==> config.mk <==
export PLATFORM = sky130hd
export DESIGN_NAME = rob_ctrl
export DESIGN_NICKNAME = d
export VERILOG_FILES = /design/src/rtl/rob_ctrl.sv
export SDC_FILE = /design/constraint.sdc
export NUM_CORES = 2
export LEC_CHECK = 0
export ABC_AREA = 1
export ABC_CLOCK_PERIOD_IN_PS = 12820
export CAP_MARGIN = 20
export CORE_ASPECT_RATIO = 0.75
export CORE_MARGIN = 2
export CORE_UTILIZATION = 40
export CTS_CLUSTER_DIAMETER = 80
export DETAILED_ROUTE_END_ITERATION = 8
export PLACE_DENSITY = 0.55
export REMOVE_ABC_BUFFERS = 1
export SYNTH_ARGS = -nofsm -noshare
export SYNTH_HDL_FRONTEND = slang
export SYNTH_SLANG_ARGS = --single-unit
==> constraint.sdc <==
create_clock -name clk -period 12.82 [get_ports clk]
set_input_delay 2.564 -clock clk [delete_from_list [all_inputs] [get_ports clk]]
set_output_delay 2.564 -clock clk [all_outputs]
set_load 0.01 [all_outputs]
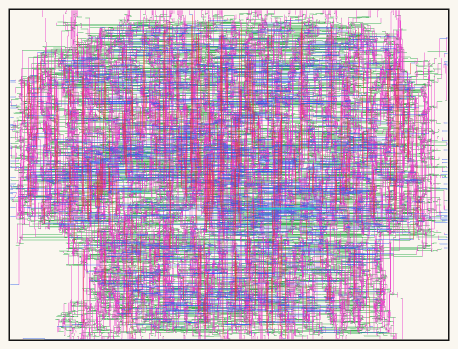
Figure 1: wiring by layer.
Scale: 1 px per micron.
legend:
  met3:
    color: blue
    wire_length: 33.1 mm
  met4:
    color: red
    wire_length: 12,200 microns
  met5:
    color: cyan
    wire_length: 63.5 microns
  met1:
    color: green
    wire_length: 102 mm
  met2:
    color: magenta
    wire_length: 100 mm
GRT Resource Usage Total: 33.2%
per-cell routed wire length: 24.5 microns
Vias: 58,500
Total Wirelength: 247 mm

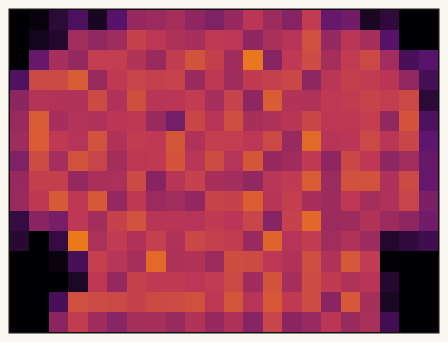
Figure 2: local utilization.
The die is cut into 22 by 16 equal tiles; black is low, pale yellow is high, 0 to 100% covered.
fullest tile: 70%
mean over tiles: 42%
nearly empty tiles: 7.4%
utilization after layout: 44.7%
standard cell core area: 140,000 sq um

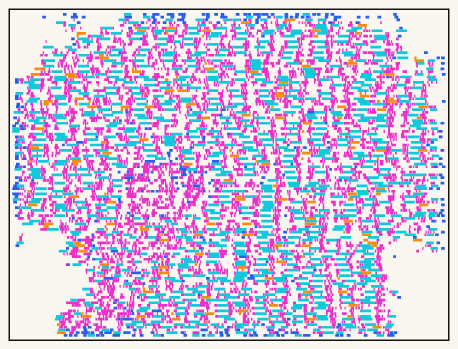
Figure 3: placed cells, one color a class.
Scale: 1 px per micron.
legend:
  flip-flops:
    color: cyan
    cells: 839
    share_of_their_area: 39%
  clock drivers and dummy loads:
    color: orange
    cells: 182
    share_of_their_area: 5.2%
  other buffers and delay cells:
    color: blue
    cells: 362
    share_of_their_area: 5.9%
  all other logic:
    color: magenta
    cells: 6,804
    share_of_their_area: 50%
cell area after layout: 62,600 sq um
standard-cell rows: 119
sequential portion of the cell area: 37.8%

==> notes.md <==
Implementation results. Share of Yosys cell area claimed by the top area cell type landed at 36.6%. CTS placed an instance of sky130_fd_sc_hd__clkbuf_16 at the clock tree root. Hold violation count in the final report landed at 0. Wire length of the first global-routing pass landed at 353 mm. The analysis reports a worst IR drop on VDD of 0.0901 mV. Count of final setup violators landed at 0. For reference, the top cells by count after synthesis are sky130_fd_sc_hd__nand2_1, sky130_fd_sc_hd__o21ai_0, sky130_fd_sc_hd__edfxtp_1, sky130_fd_sc_hd__nor2_1, sky130_fd_sc_hd__a21oi_1. Clock transition time at the flip-flop clock pins of the worst setup and hold paths landed at 0.06 ns. The placed instances occupy a cell area of 59,300 sq um. The run reported a max-capacitance violation count of 0. According to the floorplan report, the die height is 329 microns. Number of DRC markers after the initial detailed-route iteration landed at 8,685. Number of I/O pins landed at 258. Logic depth along the worst register-to-register path is recorded as 14. Initial cell density of the core landed at 40.3%. STA reports the tightest min-delay check as being of type flop to flop.

On the final layout, the worst clock skew is 0.0397 ns. In this run, synthesis produced a sequential element count of 839. In the post-synthesis netlist, the cell with the most instances is sky130_fd_sc_hd__nand2_1. STA classifies the critical path endpoint as an output port. Leakage power figure landed at 26.8 nW. Half-perimeter wire length of the detailed placement result landed at 140 mm. Buffer depth of the longest clock path landed at 3.

In the synthesized netlist the dominant register cell turns out to be sky130_fd_sc_hd__edfxtp_1. Number of instances resized during post-cts repair landed at 0. For this design, the sink count on the clock tree is 839.

By area the synthesized netlist is led by sky130_fd_sc_hd__edfxtp_1, sky130_fd_sc_hd__nand2_1, sky130_fd_sc_hd__o21ai_0, sky130_fd_sc_hd__a21oi_1, sky130_fd_sc_hd__dfxtp_1. Via density per instance landed at 5.81. The gate-level netlist out of Yosys references 39 unique cell types.

The initial antenna violation count came to 22. Counting tap cells, the placed design contains a total of 9,872 instances. According to the timing report, the data required time at the worst endpoint equals 10.26 ns. Overall die width landed at 438 microns. The flow ran to the end, and the final reports show no timing, DRC or antenna violations. Setup slack closes at 4.98 ns. DRC violations left landed at 0. Clock latency reported for the late side of the worst-skew pair landed at 0.75 ns. Number of warning messages in the logs landed at 63. Area of the mapped netlist landed at 56,500 sq um. Smallest hold slack landed at 0.438 ns.
kinds of logic after synthesis:
kind of cell / Yosys count / synth area share (%)
buffers and inverters: 1350 / 9.89
AOI/OAI and AO/OA: 2215 / 19.9
xor gates and xnor gates: 10 / 0.168
DFF: 839 / 41.9
adders and majority gates: 32 / 0.762
and+or+nand+nor: 3938 / 27.4
cell type report:
class,instances,area (sq um)
sequential,839,23700
clock inverter,35,312
clock buffer,147,2820
fill,14200,77600
tap,1875,2350
timing repair buffer,362,3540
inverter,609,2310
multi-input combinational,6195,27600
antenna,14,35.0
power breakdown:
part / internal, mW / total [mW] / switching, mW
registers: 2.99 / 3.01 / 0.0207
logic: 0.195 / 0.584 / 0.389
clock network: 1.60 / 2.85 / 1.25
total: 4.78 / 6.45 / 1.66
per-layer routing:
layer	share of wire [%]	wire, microns
met1	41	102000
met2	40	100000
met3	13	33100
met4	5.0	12200
met5	0.026	63
per-stage QoR:
step / utilization, % / power [mW]
final: 44.7 / 6.45
after global placement: 42.2 / 3.62
after CTS: 44.5 / 6.45
after global routing: 44.7 / 6.65
after floorplan: - / 3.38
after detailed placement: 42.3 / 3.64
cells in the final DEF, fill, tap and decap left out, types with 11 or more instances in the layout:
cell                              Yosys  routed
sky130_fd_sc_hd__a21oi_1            609     609
sky130_fd_sc_hd__buf_4               38     103
sky130_fd_sc_hd__clkbuf_1           368      31
sky130_fd_sc_hd__clkbuf_16            0      98
sky130_fd_sc_hd__clkbuf_8             0      18
sky130_fd_sc_hd__clkdlybuf4s50_1      0     245
sky130_fd_sc_hd__clkinv_1             4      14
sky130_fd_sc_hd__clkinv_2             0      11
sky130_fd_sc_hd__dfxtp_1            151     149
sky130_fd_sc_hd__diode_2              0      14
sky130_fd_sc_hd__edfxtp_1           688     688
sky130_fd_sc_hd__ha_1                28      27
sky130_fd_sc_hd__inv_1              584     579
sky130_fd_sc_hd__inv_2               20      24
sky130_fd_sc_hd__nand2_1           2908    2906
sky130_fd_sc_hd__nand3_1            290     258
sky130_fd_sc_hd__nand3_2             15      30
sky130_fd_sc_hd__nand3_4              0      17
sky130_fd_sc_hd__nand4_1             41      41
sky130_fd_sc_hd__nor2_1             641     635
sky130_fd_sc_hd__nor3_1              26      26
sky130_fd_sc_hd__o211ai_1            21      21
sky130_fd_sc_hd__o21ai_0           1285    1285
sky130_fd_sc_hd__o21ai_1            242     242
sky130_fd_sc_hd__o22ai_1             39      39
sky130_fd_sc_hd__o31ai_1             15      15
worst reg2reg max path, cell delays in order (launching register included):
cell and delay [ns]:
sky130_fd_sc_hd__dfxtp_4 0.88, sky130_fd_sc_hd__inv_16 0.38, sky130_fd_sc_hd__ha_4 1.10, sky130_fd_sc_hd__buf_4 0.95, sky130_fd_sc_hd__nand3_1 0.16, sky130_fd_sc_hd__nand2_1 0.11
sky130_fd_sc_hd__nand2_1 0.05, sky130_fd_sc_hd__nand2_1 0.13, sky130_fd_sc_hd__nand2_1 0.07, sky130_fd_sc_hd__nand3_2 0.34, sky130_fd_sc_hd__nand4_4 0.51, sky130_fd_sc_hd__buf_4 0.57
sky130_fd_sc_hd__buf_4 0.42, sky130_fd_sc_hd__nor2_1 0.46, sky130_fd_sc_hd__nor2_1 0.10
No activity file was given, so power comes from the tool's default toggle rates.
